`config.mk`:
```
export PLATFORM = sky130hd
export DESIGN_NAME = pdm_cic_sched
export DESIGN_NICKNAME = d
export VERILOG_FILES = /design/src/rtl/pdm_cic_sched.sv
export SDC_FILE = /design/constraint.sdc
export NUM_CORES = 1
export LEC_CHECK = 0
export CORE_UTILIZATION = 50
export CTS_CLUSTER_DIAMETER = 150
export DETAILED_ROUTE_END_ITERATION = 10
export PLACE_DENSITY = 0.82
export RECOVER_POWER = 50
export SLEW_MARGIN = 10
export SYNTH_ARGS = -nofsm -noshare
export SYNTH_HDL_FRONTEND = slang
export SYNTH_SLANG_ARGS = --single-unit
export TNS_END_PERCENT = 30
```
`constraint.sdc`:
```
create_clock -name clk -period 4.1 [get_ports clk]
set_clock_uncertainty 0.15 [all_clocks]
set_input_delay 0.41 -clock clk [delete_from_list [all_inputs] [get_ports clk]]
set_output_delay 0.41 -clock clk [all_outputs]
set_load 0.02 [all_outputs]
```
`src/rtl/pdm_cic_sched.sv`:
```
// Purpose: PDM clock and sample timing plus the comb-stage channel sequencer for the 8-channel CIC decimator.
// Latency: bits/sample_stb/hop are registered one clock after the capture edge; comb_stb follows hop by one clock.
// Backpressure: the comb datapath throttles via comb_done; the sequencer waits indefinitely, and a hop that lands mid-sequence sets sticky overrun.
//
// Ports:
//   clk, reset             system clock, synchronous active-high reset
//   enable                 runs the PDM clock divider and sampling
//   clr_ovr                clears the sticky overrun flag
//   din[NCH]               raw PDM bits from the microphones
//   clk_out_pdm            PDM microphone clock, 50% duty, period CLK_DIV
//   sample_stb, bits[NCH]  one-cycle strobe with the registered sample set
//   hop                    one-cycle decimation boundary pulse
//   comb_stb, comb_ch      per-channel request to the shared comb datapath
//   comb_done              comb datapath completion for the current channel
//   busy, overrun          sequence-in-progress and sticky overrun status

module pdm_cic_sched #(
  parameter int CLK_DIV = 8,
  parameter int DECIM   = 64,
  parameter int NCH     = 8
) (
  input  logic                    clk,
  input  logic                    reset,
  input  logic                    enable,
  input  logic                    clr_ovr,
  input  logic [NCH-1:0]          din,
  output logic                    clk_out_pdm,
  output logic                    sample_stb,
  output logic [NCH-1:0]          bits,
  output logic                    hop,
  output logic                    comb_stb,
  output logic [$clog2(NCH)-1:0]  comb_ch,
  input  logic                    comb_done,
  output logic                    busy,
  output logic                    overrun
);

  localparam int DIV_W = $clog2(CLK_DIV);
  localparam int DEC_W = $clog2(DECIM);
  localparam int CH_W  = $clog2(NCH);

  localparam logic [DIV_W-1:0] DIV_LAST = DIV_W'(CLK_DIV - 1);
  localparam logic [DIV_W-1:0] DIV_HALF = DIV_W'(CLK_DIV / 2);
  localparam logic [DEC_W-1:0] DEC_LAST = DEC_W'(DECIM - 1);
  localparam logic [CH_W-1:0]  CH_LAST  = CH_W'(NCH - 1);

  typedef enum logic [1:0] {
    S_IDLE  = 2'd0,
    S_ISSUE = 2'd1,
    S_WAIT  = 2'd2
  } state_t;

  logic [DIV_W-1:0] div_cnt;
  logic [DEC_W-1:0] dec_cnt;
  state_t           state;
  logic             capture;

  // The last clock of the low phase is the capture point: the microphone has
  // had the whole low half-period to settle its data.
  assign capture = enable && (div_cnt == DIV_LAST);

  // Clock divider, sampling and decimation counter.
  always_ff @(posedge clk) begin
    if (reset) begin
      div_cnt     <= '0;
      dec_cnt     <= '0;
      clk_out_pdm <= 1'b0;
      sample_stb  <= 1'b0;
      bits        <= '0;
      hop         <= 1'b0;
    end else begin
      if (!enable || capture) begin
        div_cnt <= '0;
      end else begin
        div_cnt <= div_cnt + DIV_W'(1);
      end

      // Gating with enable parks the mic clock low while stopped.
      clk_out_pdm <= enable && (div_cnt < DIV_HALF);
      sample_stb  <= capture;
      hop         <= capture && (dec_cnt == DEC_LAST);

      if (capture) begin
        bits <= din;
        // dec_cnt only advances on captures, so pausing enable keeps the
        // decimation phase intact.
        if (dec_cnt == DEC_LAST) begin
          dec_cnt <= '0;
        end else begin
          dec_cnt <= dec_cnt + DEC_W'(1);
        end
      end
    end
  end

  // Comb sequencer: walks channels 0..NCH-1 through the shared comb datapath
  // once per hop. comb_stb and busy are registered alongside the state.
  always_ff @(posedge clk) begin
    if (reset) begin
      state    <= S_IDLE;
      comb_ch  <= '0;
      comb_stb <= 1'b0;
      busy     <= 1'b0;
      overrun  <= 1'b0;
    end else begin
      comb_stb <= 1'b0;

      case (state)
        S_IDLE: begin
          if (hop) begin
            comb_ch  <= '0;
            comb_stb <= 1'b1;
            busy     <= 1'b1;
            state    <= S_ISSUE;
          end
        end

        S_ISSUE: begin
          state <= S_WAIT;
        end

        S_WAIT: begin
          if (comb_done) begin
            if (comb_ch == CH_LAST) begin
              busy  <= 1'b0;
              state <= S_IDLE;
            end else begin
              comb_ch  <= comb_ch + CH_W'(1);
              comb_stb <= 1'b1;
              state    <= S_ISSUE;
            end
          end
        end

        default: begin
          busy  <= 1'b0;
          state <= S_IDLE;
        end
      endcase

      // A hop during a running sequence is dropped but flagged; setting
      // takes priority over a simultaneous clear so no event is lost.
      if (hop && busy) begin
        overrun <= 1'b1;
      end else if (clr_ovr) begin
        overrun <= 1'b0;
      end
    end
  end

endmodule

```
==> impl_metrics.ini, run 1 <==
; implementation run metrics
[status]
status = complete, no violations

[grt]
grt_busiest_layer = met2
grt_max_degree = 24
grt_antenna_before_repair = 0
vias_in_the_first_global_route = 832
overflow = 0
grt_use_total = 0.190
globalRouteMet1Util = 0.249
grt_pass1_wl_um = 3570
met3_usage = 0.0374

[floorplan]
top_level_ports = 30
die_width_um = 49.2
rows = 16
chipArea_um2 = 2420

[clock_tree]
cts-root-to-sink-buffers = 2
cts_tree = yes
post-cts-setup-buffer-count = 0
post_cts_hold_buffer_count = 0
cts.htree.levels = 1
cts_made_buffers = 3
clock-root-buffer = sky130_fd_sc_hd__clkbuf_4
cts.repair.resized = 0
path_clk_slew_ns = 0.14

[yosys]
postSynthNetCount = 140
flop_cell = sky130_fd_sc_hd__dfxtp_1
aoi_share = 0.112
enable_flop_cells = 0
area_of_the_synthesized_netlist_per_yosys_stat_um2 = 1110
synth.most_common_cell = sky130_fd_sc_hd__dfxtp_1
synth.cell_area_um2 = 1110
synth_flop_count = 28
synth.cells.most_frequent = sky130_fd_sc_hd__dfxtp_1, sky130_fd_sc_hd__nand2_1, sky130_fd_sc_hd__a21oi_1
post_synth_num_cell_types = 31
share_of_flip_flops_with_an_asynchronous_set_or_reset = 0
post-synth-top-area-cell = sky130_fd_sc_hd__dfxtp_1
yosysCellCount = 122
netlist_logic_family_top = simple AND/OR/NAND/NOR gates
synthMuxAreaShare = 0.0191
post_synth_and_or_nand_nor_area_fraction = 0.254
synthCells = 122
synth_top_area_share = 0.504
yosysWarnings = 0
synth-seq-area-share = 0.504
yosys.area_share.adder = 0.0562
synth.cellmix.xorXnorShare = 0.0157
syn_avg_cell_area_um2 = 9.12
netlist_top_cells_area = sky130_fd_sc_hd__dfxtp_1, sky130_fd_sc_hd__nand2_1, sky130_fd_sc_hd__ha_1, sky130_fd_sc_hd__a21oi_1, sky130_fd_sc_hd__nor2_1

[placed_design]
place.gp.congestion = 0.801
placement.setup.worst_slack_ns = 1.94
area_of_placed_instances_um2 = 1400
portBuffers = 29
dpl.cell_count = 172
post-dp-hpwl_um = 1560

[setup_path]
worstRegToRegCells = 5
worst_setup_endpoint = hop
cp_data_arrival_time_ns = 1.38
reg2reg_to = dec_cnt[3]
crit_path_capture_type = output port
critPathMaxFanout = 5
crit_cells = 1
path_buffers = 1
cpMaxStageDelayCell = sky130_fd_sc_hd__clkdlybuf4s50_1
critical-path-max-stage-delay_ns = 0.63
setup.worst_path.start_class = register
timing.reg2reg.setup_slack_ns = 2.23
critPathLaunch = hop
crit_family = buffers and inverters
crit_type = reg -> out
critical_path.cell_chain = clkdlybuf4s50_1
start_of_the_worst_register_to_register_path = div_cnt[0]
timing.critical_path.required_ns = 3.54

[final_timing]
finalCriticalPeriod_ns = 1.94
final-max-slew-violation-count = 0
fin_setup_tns_ns = 0
hold_viol_final = 0
rsz0062_at_grt = false
fmax_mhz = 514
fin_worst_hold_slack_ns = 0.283
max-slew-margin-rel = 0.461
worstMarginPinSlew_ns = 0.805
setup_slack_ns = 2.16
setup-violations-final = 0
layout_worst_path_cycle_share = 0.474

[pwr]
power.static_leakage_nw = 0.513
top_power_group = registers
total_power_mw = 0.439
p_seq_frac = 0.638
vdd.ir_drop.worst_uv = 205
power.share.switching = 0.210
relative_contribution_of_combinational_cells_to_total_power = 0.062
comb-power_mw = 0.0274
switching_power_mw = 0.0921
int_pwr_mw = 0.347
sequentialPower_mw = 0.280
p_per_area_nw_per_um2 = 307
clkPwrFrac = 0.299

[cells_and_area]
layout-drive-gt1-share = 0.0403
layout_top_cell = sky130_fd_sc_hd__dfxtp_1
lay_top_cells = sky130_fd_sc_hd__dfxtp_1, sky130_fd_sc_hd__clkdlybuf4s50_1, sky130_fd_sc_hd__nand2_1
insertedDiodeCount = 0
finalNetCount = 168
area_delta_synth_final_pct = 28.3
post-route-cell-area_um2 = 1430
final_cell_count_no_fill = 176

[hold_path]
hold_path_startpoint = div_cnt[2]
timing.hold.worst_path_depth = 1
min-delay-path-class = reg -> reg
hold_path_end = clk_out_pdm

[flow_run]
cap_viol_max_count = 0
tally_of_openroad_warnings = 26

[drt]
drt_first_pass_iters = 4
detailroute.via_count = 920
drt_iter0_markers = 18
route.detailed.wl_per_inst_um = 11.9
remaining_number_of_nets_flagged_by_the_antenna_check_after_routing = 0
drc = 0
post_drt_via_cell_ratio = 5.23
==> run 1: state kept, by name, summed over array words and instances, names as in the netlist <==
name and flops:
bits 8, dec_cnt 6, comb_ch 3, div_cnt 3, state 2, busy 1
clk_out_pdm 1, comb_stb 1, hop 1, overrun 1, sample_stb 1
==> run 1: area by class of cell <==
cell class	count	area, um^2
sequential	28	561
clock buffer	4	36.3
tap	27	33.8
inverter	1	3.75
fill	166	594
multi-input combinational	87	503
timing repair buffer	29	290
==> run 1: per-layer routing <==
layer / wire length (um) / part of all wire / vias up
met2: 1010 / 0.48 / 25
met3: 110 / 0.052 / 2
met4: 20 / 0.0095 / 0
li1: - / - / 475
met1: 965 / 0.46 / 418
met5: 0 / 0 / -
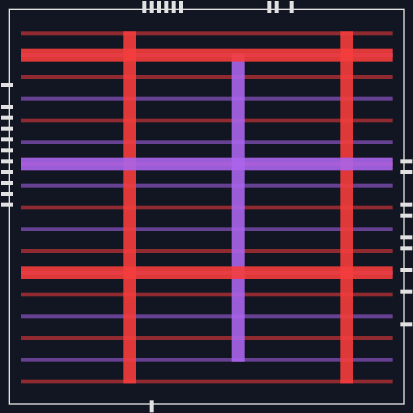
Figure 1: run 1, floorplan with the power grid.
Scale: 8 px per um. Pins as bars on the die edge.
VSS: marked red. VDD: marked purple.
3 straps on met5. The core has 16 rows. 17 met1 rails follow the rows. 3 straps on met4. 30 signal pins sit on the boundary.
y dimension of the die: 49.2 um
Floorplan Core Area: 2020 um^2

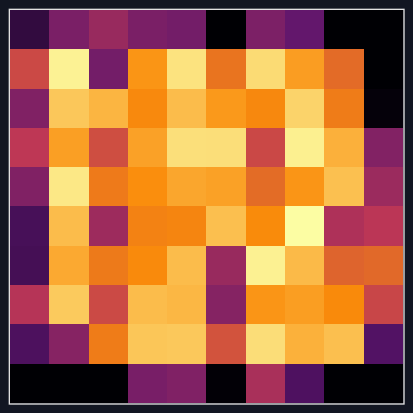
Figure 2: run 1, cell density map.
Scale: 8 px per um. The die is cut into 10 by 10 equal tiles; black is low, pale yellow is high, 0 to 100% covered.
11% of the tiles are nearly empty. The fullest tile reaches 100%. The mean over all tiles is 58%. The densest ninth of the die: center. 39% of the tiles are over 75% full.
share of the core filled by cells before placement: 0.550
final core area utilization: 0.706

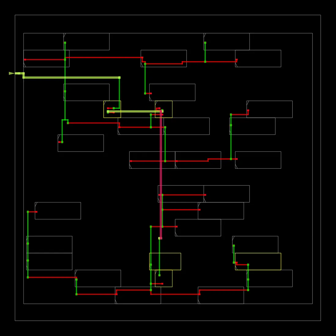
Figure 3: run 1, clock routing.
power drawn by the clock network: 0.131 mW
number of clock buffers in the layout: 4
clock latency on the worst-skew pair: 0.33 ns
number of clock sinks: 28
sequential cell count: 28

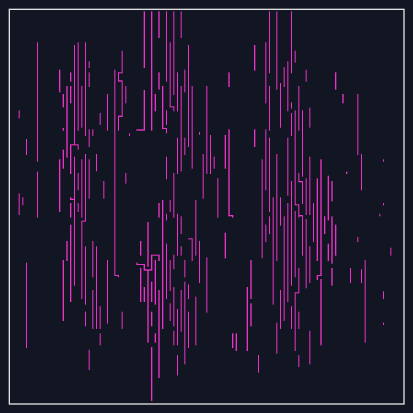
Figure 4: run 1, signal wires on met2.
Scale: 8 px per um.
141 nets have wire on it. The wires run mostly vertical.
detailed-route wire length: 2100 um
GRT met2 Usage: 0.308

Figure 5. Where the registers sit (run 1).
Scale: 8 px per um. Other sequential cells in the stronger gray, the rest of the logic in the fainter gray.
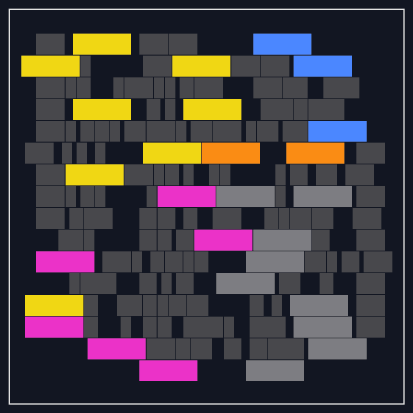

==> run 2, diff against run 1 <==
CORE_UTILIZATION = 42   (was 50)
PLACE_DENSITY = 0.74   (was 0.82)
clock period = 1.6 ns   (was 4.1 ns; I/O delays follow)
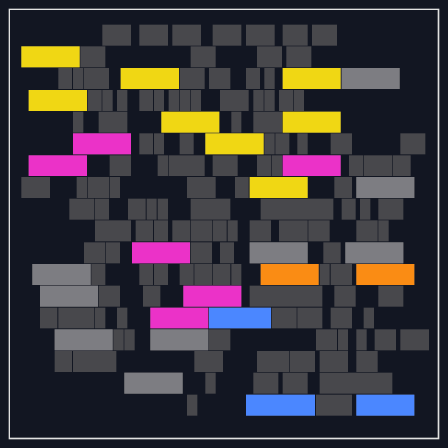
Figure 6: run 2, where the registers sit.
Scale: 8 px per um. Other sequential cells in the stronger gray, the rest of the logic in the fainter gray.
comb_ch: marked blue, flops 3. bits: marked yellow, flops 8. state: marked orange, flops 2. dec_cnt: marked magenta, flops 6.
final core area utilization: 0.608
Seq. pwr: 0.716 mW
sequential cell area: 566 um^2
sequential share of cell area: 0.372

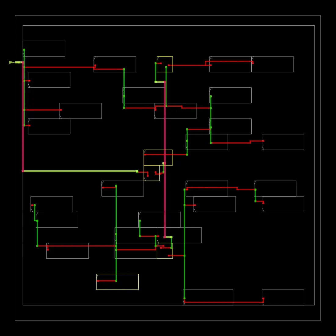
Figure 7: run 2, clock routing.
number of CTS-inserted buffers: 3
power drawn by the clock network: 0.346 mW

==> run 2 against run 1 <==
Worst setup slack got worse by 2.1 ns. Global-route usage shrank 1.8 points. Critical path depth increased by 4. Critical path type is now reg -> reg. Sequential cell count unchanged.
==> impl_metrics.ini, run 2 <==
; implementation run metrics
[status]
status = complete, no violations

[pwr]
int_pwr_mw = 0.890
top_power_group = registers
relative_contribution_of_combinational_cells_to_total_power = 0.067
p_per_area_nw_per_um2 = 748
p_seq_frac = 0.629
total_power_mw = 1.14
power.share.switching = 0.217
comb-power_mw = 0.0759

[yosys]
synth.most_common_cell = sky130_fd_sc_hd__dfxtp_1
netlist_top_cells_area = sky130_fd_sc_hd__dfxtp_1, sky130_fd_sc_hd__nand2_1, sky130_fd_sc_hd__ha_1, sky130_fd_sc_hd__a21oi_1, sky130_fd_sc_hd__nor2_1
syn_avg_cell_area_um2 = 9.12
netlist_logic_family_top = simple AND/OR/NAND/NOR gates
synth.cellmix.xorXnorShare = 0.0157
flop_cell = sky130_fd_sc_hd__dfxtp_1
postSynthNetCount = 140
share_of_flip_flops_with_an_asynchronous_set_or_reset = 0
yosysWarnings = 0
synthMuxAreaShare = 0.0191
yosys.area_share.adder = 0.0562
aoi_share = 0.112
post_synth_and_or_nand_nor_area_fraction = 0.254
yosysCellCount = 122

[grt]
vias_in_the_first_global_route = 818
grt_max_degree = 16
grt_use_total = 0.172

[clock_tree]
cts.repair.resized = 20
cts_tree = yes
post-cts-setup-buffer-count = 0
clock_latency_on_the_worst_skew_pair_ns = 0.33
post_cts_hold_buffer_count = 0
path_clk_slew_ns = 0.14
cts.htree.levels = 1
cts.sink_count = 28
clock-root-buffer = sky130_fd_sc_hd__clkbuf_4

[cells_and_area]
final_cell_count_no_fill = 187
largest_registers = bits: 8 flops, dec_cnt: 6 flops
lay_top_cells = sky130_fd_sc_hd__dfxtp_1, sky130_fd_sc_hd__nand2_1, sky130_fd_sc_hd__dlygate4sd2_1
layout_top_cell = sky130_fd_sc_hd__dfxtp_1
finalNetCount = 176
area_delta_synth_final_pct = 36.7
post-route-cell-area_um2 = 1520
reg_with_most_ffs = bits
largest_register_ff_count = 8
layout-drive-gt1-share = 0.153

[placed_design]
area_of_placed_instances_um2 = 1460
placement.setup.worst_slack_ns = -0.0233
place.gp.congestion = 0.773
portBuffers = 29
dpl.cell_count = 182

[setup_path]
critical-path-max-stage-delay_ns = 0.38
worst_setup_endpoint = comb_ch[0]
timing.critical_path.required_ns = 1.69
reg2reg_to = comb_ch[0]
crit_family = flip-flops
crit_path_capture_type = register
critPathLaunch = comb_ch[0]
cp_data_arrival_time_ns = 1.64
worstRegToRegCells = 5
start_of_the_worst_register_to_register_path = comb_ch[0]
critPathMaxFanout = 3
timing.reg2reg.setup_slack_ns = 0.05
crit_type = reg -> reg
setup.worst_path.start_class = register

[final_timing]
max-slew-margin-rel = 0.750
hold_viol_final = 0
setup_slack_ns = 0.0468
layout_worst_path_cycle_share = 0.971
finalCriticalPeriod_ns = 1.55
fmax_mhz = 644
fin_worst_hold_slack_ns = 0.211

[drt]
remaining_number_of_nets_flagged_by_the_antenna_check_after_routing = 0
post_drt_via_cell_ratio = 5.11
drc = 0
drt_iter0_markers = 18
route.detailed.wl_per_inst_um = 12.0

[hold_path]
hold_path_startpoint = din[2]
timing.hold.worst_path_depth = 3
hold_path_end = bits[2]

[floorplan]
rows = 18
top_level_ports = 30
initCoreUtil = 0.445

[flow_run]
cap_viol_max_count = 0
-- run 2: cell counts after synthesis --
No cell type changed its count.
-- run 2: per-layer routing --
| layer | global-route usage | up-vias | routed length [um] |
|---|---|---|---|
| li1 | - | 489 | - |
| met1 | 0.215 | 442 | 1020 |
| met4 | 0.110 | 0 | 46 |
| met2 | 0.271 | 20 | 1120 |
| met3 | 0.0259 | 5 | 67 |
| met5 | 0 | - | 0 |
-- run 2: final cells by class --
cell class	instances	area (um^2)
well taps	30	37.5
clock buffers	4	36.3
repair buffers	37	314
fillers	236	980
flip-flops and latches	28	566
multi-input cells	87	563
inverters	1	3.75
Power and IR drop assume default switching activity.
